File: src/rtl/gfifo_fwft_pkg.sv
// rtl/gfifo_fwft_pkg.sv - shared constants and helpers for the gfifo_fwft FIFO
// Purpose: storage-mode selectors and a constant log2 helper used to size address buses.
// Ports: none (package).
package gfifo_fwft_pkg;

    localparam int FIFO_MODE_DIST = 0;  // distributed RAM, combinational read
    localparam int FIFO_MODE_BRAM = 1;  // block RAM, registered read

    // Smallest r with (1 << r) >= value; constant-foldable for parameter use.
    function automatic int clog2(input int value);
        int r;
        r = 0;
        for (int i = 0; i < 31; i++) begin
            if ((1 << r) < value) begin
                r = r + 1;
            end
        end
        return r;
    endfunction

endpackage

File: src/rtl/gfifo_ram.sv
// rtl/gfifo_ram.sv - simple dual-port storage array for gfifo_fwft
// Purpose: one write port, one read port; RD_REG selects combinational or registered read.
// Ports:
//   i_clk     clock
//   i_we      write enable
//   i_waddr   write address
//   i_wdata   write data
//   i_re      read enable (registered read only; holds o_rdata when low)
//   i_raddr   read address
//   o_rdata   read data
module gfifo_ram
    import gfifo_fwft_pkg::*;
#(
    parameter int DEPTH  = 16,
    parameter int WIDTH  = 32,
    parameter bit RD_REG = 1'b0
) (
    input  logic                      i_clk,
    input  logic                      i_we,
    input  logic [clog2(DEPTH)-1:0]   i_waddr,
    input  logic [WIDTH-1:0]          i_wdata,
    input  logic                      i_re,
    input  logic [clog2(DEPTH)-1:0]   i_raddr,
    output logic [WIDTH-1:0]          o_rdata
);

    logic [WIDTH-1:0] r_mem [DEPTH];

    // Contents are deliberately never reset.
    always_ff @(posedge i_clk) begin
        if (i_we) begin
            r_mem[i_waddr] <= i_wdata;
        end
    end

    if (RD_REG) begin : g_reg_read
        // The read register doubles as the FIFO output stage, so it only
        // loads on a fetch and otherwise keeps the current head word stable.
        logic [WIDTH-1:0] r_rdata;

        always_ff @(posedge i_clk) begin
            if (i_re) begin
                r_rdata <= r_mem[i_raddr];
            end
        end

        assign o_rdata = r_rdata;
    end else begin : g_comb_read
        logic w_unused_re;

        assign w_unused_re = i_re;
        assign o_rdata     = r_mem[i_raddr];
    end

endmodule

File: src/rtl/gfifo_fwft.sv
// rtl/gfifo_fwft.sv - parametrised first-word-fall-through FIFO (distributed or block RAM)
// Purpose: FWFT FIFO with count, full/almost-full/almost-empty flags, sticky
//          overflow/underflow flags and a synchronous flush.
// Ports:
//   i_clk     clock
//   i_rst_x   asynchronous active-low reset
//   i_clr     synchronous flush (clears state and flags, keeps RAM contents)
//   i_enq     write request
//   i_deq     pop request, acknowledges the word at o_dot
//   i_din     write data
//   o_dot     head word, valid while !o_emp, zero while o_emp
//   o_emp     no valid head word at o_dot
//   o_full    o_cnt == DEPTH
//   o_afull   o_cnt >= AFULL_TH
//   o_aemp    o_cnt <= AEMP_TH
//   o_cnt     entries held, including the output stage in MODE 1
//   o_ovf     sticky: enq rejected because full
//   o_udf     sticky: deq seen while empty
module gfifo_fwft
    import gfifo_fwft_pkg::*;
#(
    parameter int FIFO_SIZE  = 4,
    parameter int FIFO_WIDTH = 32,
    parameter int MODE       = FIFO_MODE_DIST,
    parameter int AFULL_TH   = 12,
    parameter int AEMP_TH    = 2
) (
    input  logic                  i_clk,
    input  logic                  i_rst_x,
    input  logic                  i_clr,
    input  logic                  i_enq,
    input  logic                  i_deq,
    input  logic [FIFO_WIDTH-1:0] i_din,
    output logic [FIFO_WIDTH-1:0] o_dot,
    output logic                  o_emp,
    output logic                  o_full,
    output logic                  o_afull,
    output logic                  o_aemp,
    output logic [FIFO_SIZE:0]    o_cnt,
    output logic                  o_ovf,
    output logic                  o_udf
);

    localparam int LP_DEPTH = 1 << FIFO_SIZE;
    localparam int LP_AW    = clog2(LP_DEPTH);
    localparam int LP_CW    = FIFO_SIZE + 1;

    localparam logic [LP_CW-1:0] LP_DEPTH_C = LP_CW'(LP_DEPTH);
    localparam logic [LP_CW-1:0] LP_AFULL_C = LP_CW'(AFULL_TH);
    localparam logic [LP_CW-1:0] LP_AEMP_C  = LP_CW'(AEMP_TH);
    localparam logic [LP_CW-1:0] LP_ONE_C   = LP_CW'(1);
    localparam logic [LP_AW-1:0] LP_PTR_ONE = LP_AW'(1);

    logic [LP_AW-1:0]      r_head;
    logic [LP_AW-1:0]      r_tail;
    logic [LP_CW-1:0]      r_cnt;
    logic                  r_ovf;
    logic                  r_udf;

    logic                  w_head_vld;
    logic                  w_full;
    logic                  w_deq_acc;
    logic                  w_enq_acc;
    logic                  w_ram_re;
    logic [FIFO_WIDTH-1:0] w_rdata;

    assign w_full    = (r_cnt == LP_DEPTH_C);
    assign w_deq_acc = i_deq && w_head_vld && !i_clr;
    // A full FIFO still accepts a write when the head is popped in the same cycle.
    assign w_enq_acc = i_enq && !i_clr && (!w_full || w_deq_acc);

    if (MODE == FIFO_MODE_BRAM) begin : g_bram
        // r_ov marks a valid word in the RAM read register (the output stage).
        // Emptiness follows r_ov only: cnt already counts a word that is still
        // in flight through the registered read.
        logic             r_ov;
        logic [LP_CW-1:0] w_ram_cnt;

        assign w_ram_cnt  = r_cnt - {{FIFO_SIZE{1'b0}}, r_ov};
        // Refill the output stage whenever it is free or being popped this
        // cycle, giving back-to-back pops with no bubble.
        assign w_ram_re   = !i_clr && (w_ram_cnt != '0) && (!r_ov || w_deq_acc);
        assign w_head_vld = r_ov;

        always_ff @(posedge i_clk or negedge i_rst_x) begin
            if (!i_rst_x) begin
                r_ov <= 1'b0;
            end else if (i_clr) begin
                r_ov <= 1'b0;
            end else if (w_ram_re) begin
                r_ov <= 1'b1;
            end else if (w_deq_acc) begin
                r_ov <= 1'b0;
            end
        end
    end else begin : g_dist
        // The read pointer is the head itself; it advances on each pop.
        assign w_ram_re   = w_deq_acc;
        assign w_head_vld = (r_cnt != '0);
    end

    gfifo_ram #(
        .DEPTH  (LP_DEPTH),
        .WIDTH  (FIFO_WIDTH),
        .RD_REG (MODE == FIFO_MODE_BRAM)
    ) u_ram (
        .i_clk   (i_clk),
        .i_we    (w_enq_acc),
        .i_waddr (r_tail),
        .i_wdata (i_din),
        .i_re    (w_ram_re),
        .i_raddr (r_head),
        .o_rdata (w_rdata)
    );

    always_ff @(posedge i_clk or negedge i_rst_x) begin
        if (!i_rst_x) begin
            r_head <= '0;
            r_tail <= '0;
            r_cnt  <= '0;
            r_ovf  <= 1'b0;
            r_udf  <= 1'b0;
        end else if (i_clr) begin
            r_head <= '0;
            r_tail <= '0;
            r_cnt  <= '0;
            r_ovf  <= 1'b0;
            r_udf  <= 1'b0;
        end else begin
            if (w_enq_acc) begin
                r_tail <= r_tail + LP_PTR_ONE;
            end
            if (w_ram_re) begin
                r_head <= r_head + LP_PTR_ONE;
            end
            case ({w_enq_acc, w_deq_acc})
                2'b10:   r_cnt <= r_cnt + LP_ONE_C;
                2'b01:   r_cnt <= r_cnt - LP_ONE_C;
                default: r_cnt <= r_cnt;
            endcase
            if (i_enq && !w_enq_acc) begin
                r_ovf <= 1'b1;
            end
            if (i_deq && !w_head_vld) begin
                r_udf <= 1'b1;
            end
        end
    end

    assign o_dot   = w_head_vld ? w_rdata : '0;
    assign o_emp   = !w_head_vld;
    assign o_full  = w_full;
    assign o_afull = (r_cnt >= LP_AFULL_C);
    assign o_aemp  = (r_cnt <= LP_AEMP_C);
    assign o_cnt   = r_cnt;
    assign o_ovf   = r_ovf;
    assign o_udf   = r_udf;

endmodule

File: config.mk
export PLATFORM = sky130hd
export DESIGN_NAME = gfifo_fwft
export DESIGN_NICKNAME = d
export VERILOG_FILES = /design/src/rtl/gfifo_fwft_pkg.sv /design/src/rtl/gfifo_ram.sv /design/src/rtl/gfifo_fwft.sv
export SDC_FILE = /design/constraint.sdc
export NUM_CORES = 1
export LEC_CHECK = 0
export ABC_AREA = 1
export ABC_CLOCK_PERIOD_IN_PS = 4150
export CAP_MARGIN = 25
export CORE_AREA = 10 10 195 243
export DETAILED_ROUTE_END_ITERATION = 8
export DIE_AREA = 0 0 205 253
export PLACE_DENSITY_LB_ADDON = 0.3
export SYNTH_ARGS = -nofsm -noshare
export SYNTH_HDL_FRONTEND = slang
export SYNTH_SLANG_ARGS = --single-unit
File: constraint.sdc
create_clock -name i_clk -period 4.15 [get_ports i_clk]
set_input_delay 0.6225 -clock i_clk [delete_from_list [all_inputs] [get_ports i_clk]]
set_output_delay 0.6225 -clock i_clk [all_outputs]
set_load 0.01 [all_outputs]
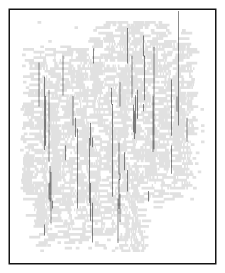
(images/met4.png)
Scale: 1 px per micron. Cells faint in the background.
wire length on this layer: 1720 microns
main direction: vertical
nets with wire on the layer: 26

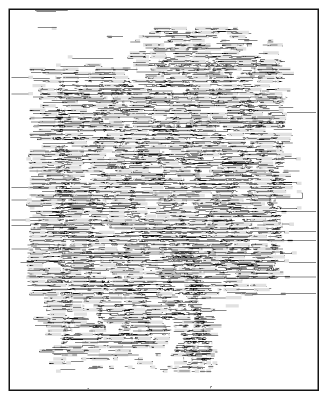
(images/met1.png)
Scale: 1.5 px per micron. Cells faint in the background.
longest straight run: 49.9 microns
share of all routed wire: 39%
nets with wire on the layer: 1690

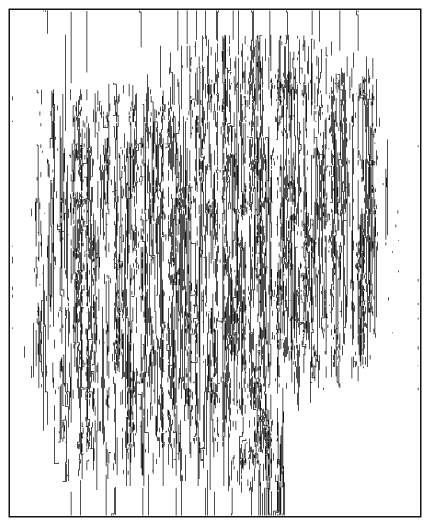
(images/met2.png)
Scale: 2 px per micron.
wire length on this layer: 27.5 mm
nets with wire on the layer: 1362
longest straight run: 110 microns
main direction: vertical
share of all routed wire: 53%

==> results.txt <==
Purpose: to document the outcome of synthesis and place and route.

Global route
The global-route track usage on met1 is 0.237. Global routing put the most usage on met2. The initial antenna violation count was 0. The global routing met2 resource utilization is 0.359. Entering global routing, the biggest net connects 52 pins. After global routing the overflow that remains totals 0. For this run, global-route usage on met3 was measured as 0.0244.

The number of global-route vias before repair is 13200. The global-route wire length before repair is 79100 microns. The global-route total usage across every layer is 0.199.

Logic synthesis
The area fraction in and, or, nand and nor cells after synthesis is 0.109. Per the post-synthesis report, the nets total 1701. Of the total synthesized cell area, the portion taken by full adders, half adders and majority gates is 0.00571. The synthesized netlist has a Yosys-reported chip area of 0.0210 sq mm. The synthesized netlist occupies a cell area of 0.0210 sq mm. The sequential fraction of the synthesis area is 0.748. The number of enable-type register cells in the synthesized netlist is 512. The mean cell area of the mapped netlist is 12.7 sq um. By instance count, the leading cell after synthesis is sky130_fd_sc_hd__edfxtp_1. Yosys stat counts 1655 cells in the synthesized netlist. Synthesis instantiated 27 different standard cells from the library. The async set-or-reset flop fraction in the synthesized netlist is 0.0285. sky130_fd_sc_hd__edfxtp_1 takes more of the synthesized area than any other cell. By area the synthesized netlist is led by sky130_fd_sc_hd__edfxtp_1 73%, sky130_fd_sc_hd__nand2_1 6.3%, sky130_fd_sc_hd__nor2_1 3.3%, sky130_fd_sc_hd__a21oi_1 3.2%, sky130_fd_sc_hd__o21ai_0 2.9%. The area fraction in xor and xnor cells is 0.000832. Ranked by instance count, the synthesized netlist is headed by 512 x sky130_fd_sc_hd__edfxtp_1, 352 x sky130_fd_sc_hd__nand2_1, 185 x sky130_fd_sc_hd__nor2_1.

The multiplexer area fraction after synthesis is 0.0152. Of the total synthesized cell area, the portion taken by AND-OR and OR-AND cells is 0.0924. The post-synth register bit count is 527. The commonest register cell is sky130_fd_sc_hd__edfxtp_1. In the synthesized netlist, the dominant kind of combinational cell is simple AND/OR/NAND/NOR gates.

The total of warnings raised by yosys is 0. The number of instances in the synthesized netlist is 1655. The portion of synthesized cell area occupied by the leading cell type is 0.731.

Routing
The top routing layer in use is met4. The aggregate routed wire length is 51900 microns. The initial detailed-routing violation count is 1011.

The total number of vias is 13100. Once detail routing completed, the nets flagged for antenna violations numbered 0. In the log, the iteration count for the first detailed-route pass is 5. Dividing the detail-routed via count by the number of cells gives 5.60. The post-route report lists met1 wire length as 20200 microns. The number of DRC violations after detailed routing is 0.

The routed wire length on met3 is 2530 microns. In the final routed layout, each cell accounts on average for 22.1 microns. The routed length on met2 is 27500 microns.

Final layout
The post-route standard cell area excluding fillers is 0.0243 sq mm. The final design utilization is 0.570. The buffer count excluding the clock tree in the final layout is 133. The number of flip-flops and latches is 527. For this run, the script counts the antenna cells in the layout as 0. The fraction of cell area in sequential cells is reported as 0.648. Leaving out fill and tap cells, the most frequent cells in the layout are 512 x sky130_fd_sc_hd__edfxtp_1, 351 x sky130_fd_sc_hd__nand2_1, 169 x sky130_fd_sc_hd__nor2_1, 135 x sky130_fd_sc_hd__a21oi_1, 124 x sky130_fd_sc_hd__o21ai_0. 1005 cells are multi-input combinational gates. The inverter count of the layout excluding clock inverters is 25. The highest-count logic cell in the final layout is sky130_fd_sc_hd__edfxtp_1.

The growth of design area from synthesis to finish is 15.5%. u_ram.r_mem holds more flip-flops than any other register. The registers reported with the highest flop counts are u_ram.r_mem: 512 flops, o_cnt: 5 flops. The share of post-route cells with drive strength above 1 is 0.0910. The layout report lists the multi-input gate area as 0.00482 sq mm. The fraction of final cell area spent on non-clock buffers in this run is 0.0564.

Across the whole layout, storage elements account for 0.0158 sq mm. At the end of the flow, the number of nets in the layout was 1788. Per the final report, the share of cell area in clock cells is 0.0635. By area, registers come first. The multi-input combinational area share is 0.199.

The fill cell instance count of the final layout is 3369.

Critical path
In this run the worst path has a maximum fanout of 29. The worst setup path is captured at a primary output. In this run the number of cells on the critical path is 10. The critical path ends at o_dot[13]. The kind of critical path is register to primary output. The cell with the largest stage delay on the worst path is sky130_fd_sc_hd__clkdlybuf4s50_1. The startpoint of the most critical setup path is r_head[1]. The most repeated library cell on the critical path is sky130_fd_sc_hd__nand2_1. The gate family responsible for the most delay along the worst path is buffers and inverters.

The worst register-to-register path begins at o_cnt[4]. The setup check on the worst reg-to-reg path leaves a slack of 1.31 ns. Per STA, the worst path is made up of inv_2, buf_4, buf_4, o21ai_1, o22ai_1, nand2_1, nand2_1, nand2_1, nor2_1, clkdlybuf4s50_1. The timing report gives the biggest stage delay along the critical path as 0.58 ns. The buffer and inverter count on the worst path is 4.

The OpenROAD report gives the critical path a required time of 3.53 ns. The arrival time at the worst endpoint is 3.40 ns. The worst reg-to-reg path cell count is 9.

Final timing
The pin closest to its max-slew limit shows a slew of 0.858 ns. The highest clock rate is 249 MHz. The clock tree skew after final layout is 0.0292 ns. The post-route worst setup slack is 0.129 ns. Counting pins that exceed their max-slew limit in the final report gives 0.

The last timing report of the flow puts the setup violation total at 0. Subtracting the final worst setup slack from the clock period gives 4.02 ns. The post-route worst hold slack is 0.493 ns. The fraction of the cycle the final worst path needs is 0.969. Hold-check failures listed in the final report amount to 0.

The worst slew margin relative to its limit is 0.427. Summed over all failing endpoints, the final setup total negative slack is 0 ns. Setup repair after global routing left no endpoint under its margin.

Power
Per report_power, the Clock row totals 4310 uW. The share of power burned in combinational logic is 0.218. The group drawing the most power is registers. The design draws 13200 uW. The static power due to leakage is 0.00835 uW.

The net switching power in the latest report is 3830 uW. The sequential fraction of design power is 0.455. The switching portion of total power comes to 0.291. The worst VDD IR drop from the latest analysis is 0.404 mV. Power spread over the standard cell area amounts to 542 mW/mm^2. The internal portion of the total power is 9340 uW.

The power drawn by the sequential cells is 5990 uW. The share of total power dissipated in the clock network is 0.327. The power attributed to combinational cells is 2870 uW.

Clock tree
The clock latency reported for the late side of the worst-skew pair is 0.59 ns. The clock buffer count from CTS is 50. The post-CTS setup buffer count is 0. The clock-pin slew of the registers on the worst-case setup and hold paths is 0.07 ns. The tree built by TritonCTS fans out to 527 sinks. The number of cells upsized or downsized after cts is 0. TritonCTS built the clock tree. Clock tree synthesis selected as its root buffer the cell sky130_fd_sc_hd__clkbuf_16. The number of buffers on the longest clock path is 3.

The H-tree generated during clock tree synthesis spans 2 levels. The cts-stage hold buffer count is 0.

Place
During placement, the flow inserted port buffers numbering 79. The placed cell area is 0.0228 sq mm. OpenSTA, run right after detailed placement, puts the worst setup slack at 0.659 ns. The wire-length estimate of the detail-placed layout is 31800 microns. The final weighted congestion of routability-driven global placement is 0.893. The cell count after placement is 2255.

Die
The region available for standard cell placement spans 0.0426 sq mm. The design received a total of 565 well taps at floorplan. The pre-placement core utilization is 0.493.

The row count is 85. The number of ports placed on the die boundary is 80. The die extent in x is 205 microns. The die outline height is 253 microns.

Status
The flow ran to the end, and the final reports show no timing, DRC or antenna violations.

Flow run
The max-capacitance violation count is 0. Warnings raised by the tools during the run amount to 29.
No activity file was given, so power comes from the tool's default toggle rates.
